==> src/rtl/lsu_pkg.sv <==
// Shared types and funct3 encodings for the RV32I load/store unit.
package lsu_pkg;

  typedef enum logic [1:0] {
    IDLE = 2'd0,
    REQ  = 2'd1,
    RESP = 2'd2
  } lsu_state_t;

  localparam logic [2:0] F3_B  = 3'b000;
  localparam logic [2:0] F3_H  = 3'b001;
  localparam logic [2:0] F3_W  = 3'b010;
  localparam logic [2:0] F3_BU = 3'b100;
  localparam logic [2:0] F3_HU = 3'b101;

endpackage

==> src/rtl/lsu_align.sv <==
// Combinational lane logic: legality/alignment check, store lane replication
// with byte strobes, and load byte/half extraction with sign/zero extension.
module lsu_align
  import lsu_pkg::*;
#(
  parameter int DATA_WIDTH = 32
) (
  input  logic [1:0]            ea_lo,
  input  logic [2:0]            funct3,
  input  logic                  is_store,
  input  logic [DATA_WIDTH-1:0] store_data,
  input  logic [DATA_WIDTH-1:0] rdata,
  output logic                  fault,
  output logic [3:0]            wstrb,
  output logic [DATA_WIDTH-1:0] wdata,
  output logic [DATA_WIDTH-1:0] load_data
);

  logic [7:0]  rd_byte;
  logic [15:0] rd_half;

  assign rd_byte = rdata[{ea_lo, 3'b000} +: 8];
  assign rd_half = ea_lo[1] ? rdata[31:16] : rdata[15:0];

  always_comb begin
    fault     = 1'b0;
    wstrb     = 4'b0000;
    wdata     = store_data;
    load_data = rdata;
    case (funct3)
      F3_B: begin
        wstrb     = 4'b0001 << ea_lo;
        wdata     = {4{store_data[7:0]}};
        load_data = {{(DATA_WIDTH-8){rd_byte[7]}}, rd_byte};
      end
      F3_BU: begin
        fault     = is_store;
        load_data = {{(DATA_WIDTH-8){1'b0}}, rd_byte};
      end
      F3_H: begin
        fault     = ea_lo[0];
        wstrb     = ea_lo[1] ? 4'b1100 : 4'b0011;
        wdata     = {2{store_data[15:0]}};
        load_data = {{(DATA_WIDTH-16){rd_half[15]}}, rd_half};
      end
      F3_HU: begin
        fault     = is_store | ea_lo[0];
        load_data = {{(DATA_WIDTH-16){1'b0}}, rd_half};
      end
      F3_W: begin
        fault = |ea_lo;
        wstrb = 4'b1111;
      end
      default: fault = 1'b1;
    endcase
  end

endmodule

==> src/rtl/load_store_unit.sv <==
// Multi-cycle RV32I load/store unit: IDLE -> REQ (handshaked memory access) -> RESP,
// with faulting accesses skipping straight to RESP. Drives the register-file write port.
module load_store_unit
  import lsu_pkg::*;
#(
  parameter int ADDR_WIDTH = 5,
  parameter int DATA_WIDTH = 32
) (
  input  logic                  clk,
  input  logic                  rst,
  input  logic                  start_i,
  input  logic                  is_store_i,
  input  logic [2:0]            funct3_i,
  input  logic [DATA_WIDTH-1:0] base_i,
  input  logic [DATA_WIDTH-1:0] offset_i,
  input  logic [DATA_WIDTH-1:0] store_data_i,
  input  logic [ADDR_WIDTH-1:0] rd_addr_i,
  output logic                  busy_o,
  output logic                  done_o,
  output logic                  fault_o,
  output logic                  mem_req_o,
  output logic                  mem_we_o,
  output logic [DATA_WIDTH-1:0] mem_addr_o,
  output logic [DATA_WIDTH-1:0] mem_wdata_o,
  output logic [3:0]            mem_wstrb_o,
  input  logic                  mem_ready_i,
  input  logic [DATA_WIDTH-1:0] mem_rdata_i,
  output logic                  RegWrite_o,
  output logic [ADDR_WIDTH-1:0] write_addr_o,
  output logic [DATA_WIDTH-1:0] write_data_o
);

  lsu_state_t state, nxt;

  logic [DATA_WIDTH-1:0] ea_in, ea_q, sdata_q, wdata_q;
  logic [ADDR_WIDTH-1:0] rd_q, waddr_q;
  logic [2:0]            funct3_q;
  logic                  is_store_q, fault_q;

  logic                  a_fault;
  logic [3:0]            a_wstrb;
  logic [DATA_WIDTH-1:0] a_wdata, a_load;
  logic [1:0]            a_ea_lo;
  logic [2:0]            a_funct3;
  logic                  a_store;
  logic                  load_wr;

  assign ea_in = base_i + offset_i;

  // One align instance serves both the IDLE legality check (live inputs)
  // and the REQ lane/extract logic (latched request).
  assign a_ea_lo  = (state == IDLE) ? ea_in[1:0] : ea_q[1:0];
  assign a_funct3 = (state == IDLE) ? funct3_i   : funct3_q;
  assign a_store  = (state == IDLE) ? is_store_i : is_store_q;

  lsu_align #(.DATA_WIDTH(DATA_WIDTH)) u_align (
    .ea_lo      (a_ea_lo),
    .funct3     (a_funct3),
    .is_store   (a_store),
    .store_data (sdata_q),
    .rdata      (mem_rdata_i),
    .fault      (a_fault),
    .wstrb      (a_wstrb),
    .wdata      (a_wdata),
    .load_data  (a_load)
  );

  always_ff @(posedge clk or posedge rst) begin
    if (rst) state <= IDLE;
    else     state <= nxt;
  end

  always_comb begin
    nxt = state;
    case (state)
      IDLE:    if (start_i) nxt = a_fault ? RESP : REQ;
      REQ:     if (mem_ready_i) nxt = RESP;
      RESP:    nxt = IDLE;
      default: nxt = IDLE;
    endcase
  end

  always_comb begin
    busy_o      = (state != IDLE);
    mem_req_o   = (state == REQ);
    mem_we_o    = (state == REQ) & is_store_q;
    mem_wstrb_o = ((state == REQ) & is_store_q) ? a_wstrb : 4'b0000;
    mem_wdata_o = ((state == REQ) & is_store_q) ? a_wdata : '0;
    done_o      = (state == RESP);
    fault_o     = (state == RESP) & fault_q;
    RegWrite_o  = (state == RESP) & ~fault_q & ~is_store_q & (rd_q != '0);
  end

  assign mem_addr_o   = {ea_q[DATA_WIDTH-1:2], 2'b00};
  assign load_wr      = (state == REQ) & mem_ready_i & ~is_store_q & (rd_q != '0);
  assign write_addr_o = waddr_q;
  assign write_data_o = wdata_q;

  always_ff @(posedge clk or posedge rst) begin
    if (rst) begin
      ea_q       <= '0;
      sdata_q    <= '0;
      rd_q       <= '0;
      funct3_q   <= '0;
      is_store_q <= 1'b0;
      fault_q    <= 1'b0;
      waddr_q    <= '0;
      wdata_q    <= '0;
    end else begin
      if (state == IDLE && start_i) begin
        ea_q       <= ea_in;
        sdata_q    <= store_data_i;
        rd_q       <= rd_addr_i;
        funct3_q   <= funct3_i;
        is_store_q <= is_store_i;
        fault_q    <= a_fault;
      end
      // Write-port regs only move on a real register write; otherwise they hold.
      if (load_wr) begin
        waddr_q <= rd_q;
        wdata_q <= a_load;
      end
    end
  end

endmodule

==> config.mk <==
export PLATFORM = sky130hd
export DESIGN_NAME = load_store_unit
export DESIGN_NICKNAME = d
export VERILOG_FILES = /design/src/rtl/lsu_pkg.sv /design/src/rtl/lsu_align.sv /design/src/rtl/load_store_unit.sv
export SDC_FILE = /design/constraint.sdc
export NUM_CORES = 1
export LEC_CHECK = 0
export CAP_MARGIN = 15
export CORE_MARGIN = 10
export CORE_UTILIZATION = 42
export CTS_CLUSTER_DIAMETER = 60
export CTS_CLUSTER_SIZE = 25
export DETAILED_ROUTE_END_ITERATION = 8
export PLACE_DENSITY = 0.85
export SLEW_MARGIN = 20
export SYNTH_ARGS = -nofsm -noshare
export SYNTH_HDL_FRONTEND = slang
export SYNTH_SLANG_ARGS = --single-unit
==> constraint.sdc <==
create_clock -name clk -period 3.2 [get_ports clk]
set_clock_uncertainty 0.2 [all_clocks]
set_input_delay 0.32 -clock clk [delete_from_list [all_inputs] [get_ports clk]]
set_output_delay 0.32 -clock clk [all_outputs]
set_load 0.1 [all_outputs]
==> impl_metrics.csv <==
group,metric,value,unit
run_status,status,"completed",
critical_path,end_kind,"output pin",
logic_synthesis,synth_dominant_cell_count,"nand2_1",
critical_path,critPathCapture,"mem_wdata_o[8]",
logic_synthesis,avgSynthCellArea,8.24,sq um
logic_synthesis,top_logic_kind,"simple AND/OR/NAND/NOR gates",
logic_synthesis,aoi_share,0.197,
sta,fin_tns_setup,0,ps
floorplanning,pin_count,252,
global_routing,grt.total_usage,0.210,
logic_synthesis,adder_share,0.0560,
logic_synthesis,largest_area_cell,"dfrtp_1",
critical_path,worstPathArrival,2550,ps
clock_tree,clkSlewWorstSetupHoldPaths,60,ps
detailed_routing,wl,24.9,mm
sta,max_freq,0.326,GHz
sta,setup_viol,0,
logic_synthesis,synth_flops,113,
clock_tree,clk_path_buf_depth,2,
global_routing,grt_pass1_wl,38.4,mm
global_routing,grt_pass1_vias,7230,
global_routing,antenna_found_initial,3,
global_routing,grt_max_degree,114,
critical_path,r2r_start,"state[0]$_DFFE_PP0P_",
job,maxCapViolations,0,
logic_synthesis,synth_seq_share,0.388,
critical_path,cp-start-kind,"flop",
critical_path,critPathRequiredTime,2680,ps
clock_tree,cts_tree,"yes",
logic_synthesis,area_leaders,"dfrtp_1, nand2_1, ha_1, a21oi_1, mux2i_1",
detailed_routing,drt_iter0_markers,418,
detailed_routing,drt_first_pass_iters,5,
place,dpl_cell_area,0.0102,sq mm
logic_synthesis,netlist.area_leader.share,0.388,
sta,fin_crit,3070,ps
logic_synthesis,common_cells,"nand2_1, dfrtp_1, a21oi_1, o21ai_0, nor2_1",
detailed_routing,via_per_inst,5.38,
critical_path,path_class,"flop to output pin",
floorplanning,fp_util,0.424,
pwr,power.leakage,5.01,nW
critical_path,reg2reg_slack,540,ps
clock_tree,htreeDepth,4,
logic_synthesis,ys_sh_xor,0.0312,
sta,maxSlewViolCount,0,
place,port_buffers,249,
clock_tree,root_buffer,"clkbuf_16",
sta,post-route-period-util,0.960,
logic_synthesis,yosys.stat.chipArea,0.00729,sq mm
place,placed_cells,1311,
logic_synthesis,synthArstFlopShare,1.00,
clock_tree,cts_hold_buf,0,
layout,syn2layout_area_growth,48.7,%
critical_path,crit_fanout,12,
sta,hold_ws,228,ps
clock_tree,numCtsBuffers,17,
logic_synthesis,edf_count,0,
sta,max-slew-margin-rel,0.545,
detailed_routing,wire_per_inst,18.6,um
floorplanning,die-area,0.0230,sq mm
logic_synthesis,synth-main-ff-cell,"dfrtp_1",
place,gp_congestion,0.947,
sta,setup_ws,129,ps
critical_path,crit_start,"state[0]$_DFFE_PP0P_",
logic_synthesis,muxShareOfSynthArea,0.0458,
pwr,finalPower,0.0128,W
place,dp.final_hpwl,18.9,mm
global_routing,grt_overflow_total,0,
logic_synthesis,yosysWarnings,0,
sta,tightest_slew,681,ps
logic_synthesis,synth-simple-area-share,0.209,
detailed_routing,vias,7222,
pwr,powerDensity,1180,mW/mm^2
logic_synthesis,netlist_area,0.00729,sq mm
detailed_routing,ant_nets,0,
sta,hold_violations,0,
critical_path,r2r-end,"write_data_o[31]$_DFFE_PP0P_",
worst_hold_path,min_path_type,"input port to asynchronous set/reset pin",
logic_synthesis,ys_types,68,
place,dp_slack,-171,ps
job,warnings,30,
layout,layout-drive-gt1-share,0.205,
layout,nets,1278,
logic_synthesis,ys_cells,885,
detailed_routing,drcViolationCount,0,
sta,rsz0062_at_grt,"false",
logic_synthesis,synthCells,885,
clock_tree,cts_num_sinks,113,
critical_path,reg2reg_depth,8,
-- sequential cells by signal, summed over array words and instances (netlist names) --
register      flops
ea_q             32
sdata_q          32
write_data_o     32
rd_q              5
write_addr_o      5
funct3_q          3
state             2
fault_q           1
is_store_q        1
-- layout by cell type, fill, tap and decap left out, types with 27 or more instances in the layout --
| master | count |
|---|---|
| nor2_1 | 37 |
| ha_1 | 31 |
| nand2_1 | 257 |
| buf_12 | 31 |
| a21oi_1 | 53 |
| o21ai_0 | 57 |
| clkdlybuf4s50_1 | 140 |
| dfrtp_1 | 113 |
| buf_4 | 108 |
| mux2i_1 | 27 |
-- layer usage --
metal	up-vias	track usage	part of all wire
li1	3460	-	-
met1	3372	0.250	0.39
met2	331	0.348	0.49
met3	55	0.0588	0.090
met4	4	0.0858	0.032
met5	-	0	0.0011
-- logic make-up after synthesis --
family,count (synthesis)
buffers and inverters,93
and+or+nand+nor,364
adders and majority gates,32
other,1
xor gates and xnor gates,26
muxes,32
AOI/OAI and AO/OA,224
DFF,113
-- final cells by class --
class,count,area (sq um)
repair buffers,281,2860
flip-flops and latches,113,2830
clock inverters,9,153
fillers,1364,6340
multi-input cells,680,4180
inverters,12,48.8
diodes,1,2.50
clock buffers,22,484
well taps,225,282
-- where the power goes --
part           internal, W  leakage (nW)  total [W]  switching, W
registers          0.00213          1.39    0.00264      0.000503
clock network      0.00138         0.316    0.00204      0.000659
logic              0.00210          3.31    0.00812       0.00601
-- critical path: stages (launching register included) --
cell and delay [ps]:
dfrtp_1 380, nor2_1 140, buf_6 220, mux2_2 380, a21oi_2 190, buf_4 250, mux2i_1 290, nor2_2 80
buf_12 190
-- timing repair --
action,in CTS,in global routing
endpoints found under the setup margin,5,18
resized,2,5
buffers inserted,0,0
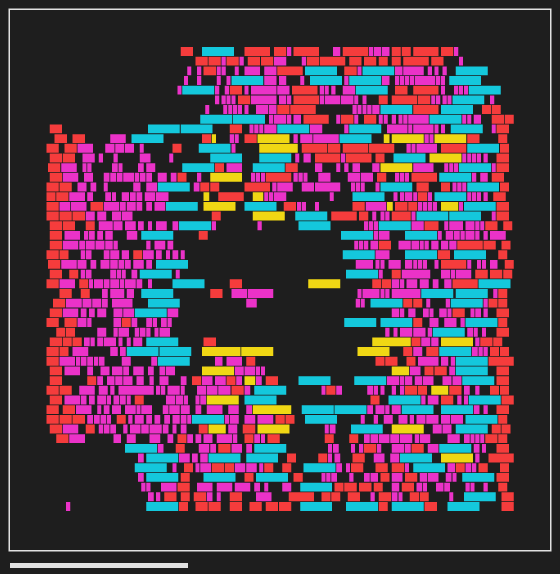
Figure 1: placed cells, one colour a class.
Bar = 50 um.
- combinational and other logic: magenta (cells 692; share of their area 40%)
- sequential cells: cyan (cells 113; share of their area 27%)
- remaining buffers and delay cells: red (cells 281; share of their area 27%)
- clock drivers and dummy loads: yellow (cells 31; share of their area 6.0%)
Seq/total area: 0.261
Cell Rows: 48
Final Core Density: 0.631
core area: 0.0172 sq mm
Post-Layout Inst Area: 0.0108 sq mm

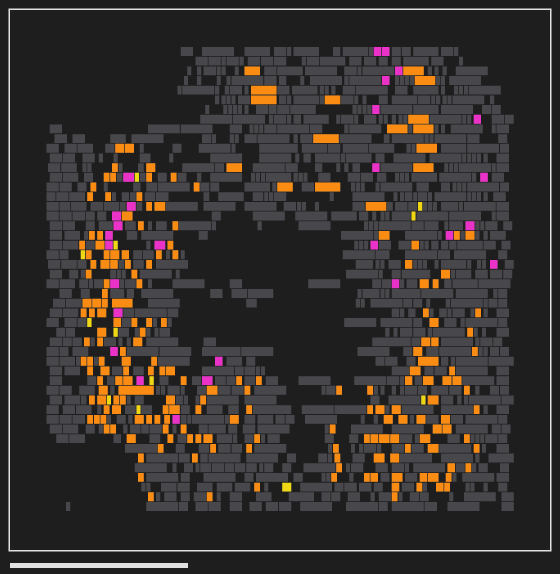
Figure 2: gate families picked out.
Bar = 50 um.
- and/or cells: magenta (cells 27)
- aoi and oai cells: orange (cells 198)
- inv cells: yellow (cells 12)
logic share of the area: 0.386
most numerous logic cell after layout: nand2_1
final cell count without fillers: 1343

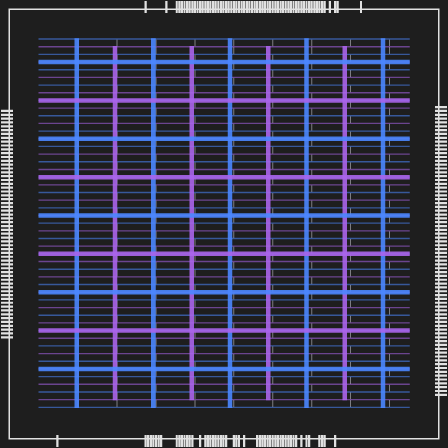
Figure 3: floorplan with the power grid.
Pins as bars on the die edge. Tap cells in grey.
- VDD: purple
- VSS: blue
- met1 rails: 49
- met5 straps: 9
- tap cells: 225
- rows: 48
- met4 straps: 9
Max rail drop VDD: 0.982 mV
Die W: 152 um
chip height: 152 um

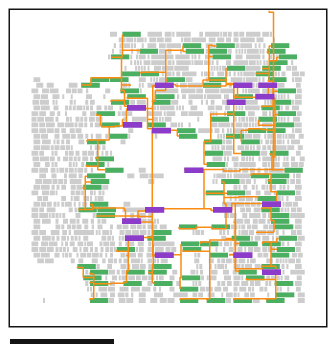
Figure 4: clock network drawn from the DEF.
Bar = 50 um.
- clock drivers: purple (count 17)
- clock wires: orange (length 1600 um)
- flip-flops: green (count 113)
- routed clock nets: 18
later-pin clock latency in the skew report: 420 ps
Clk power: 0.00204 W
clock power share: 0.159

Power is estimated from default activity; no workload was simulated.
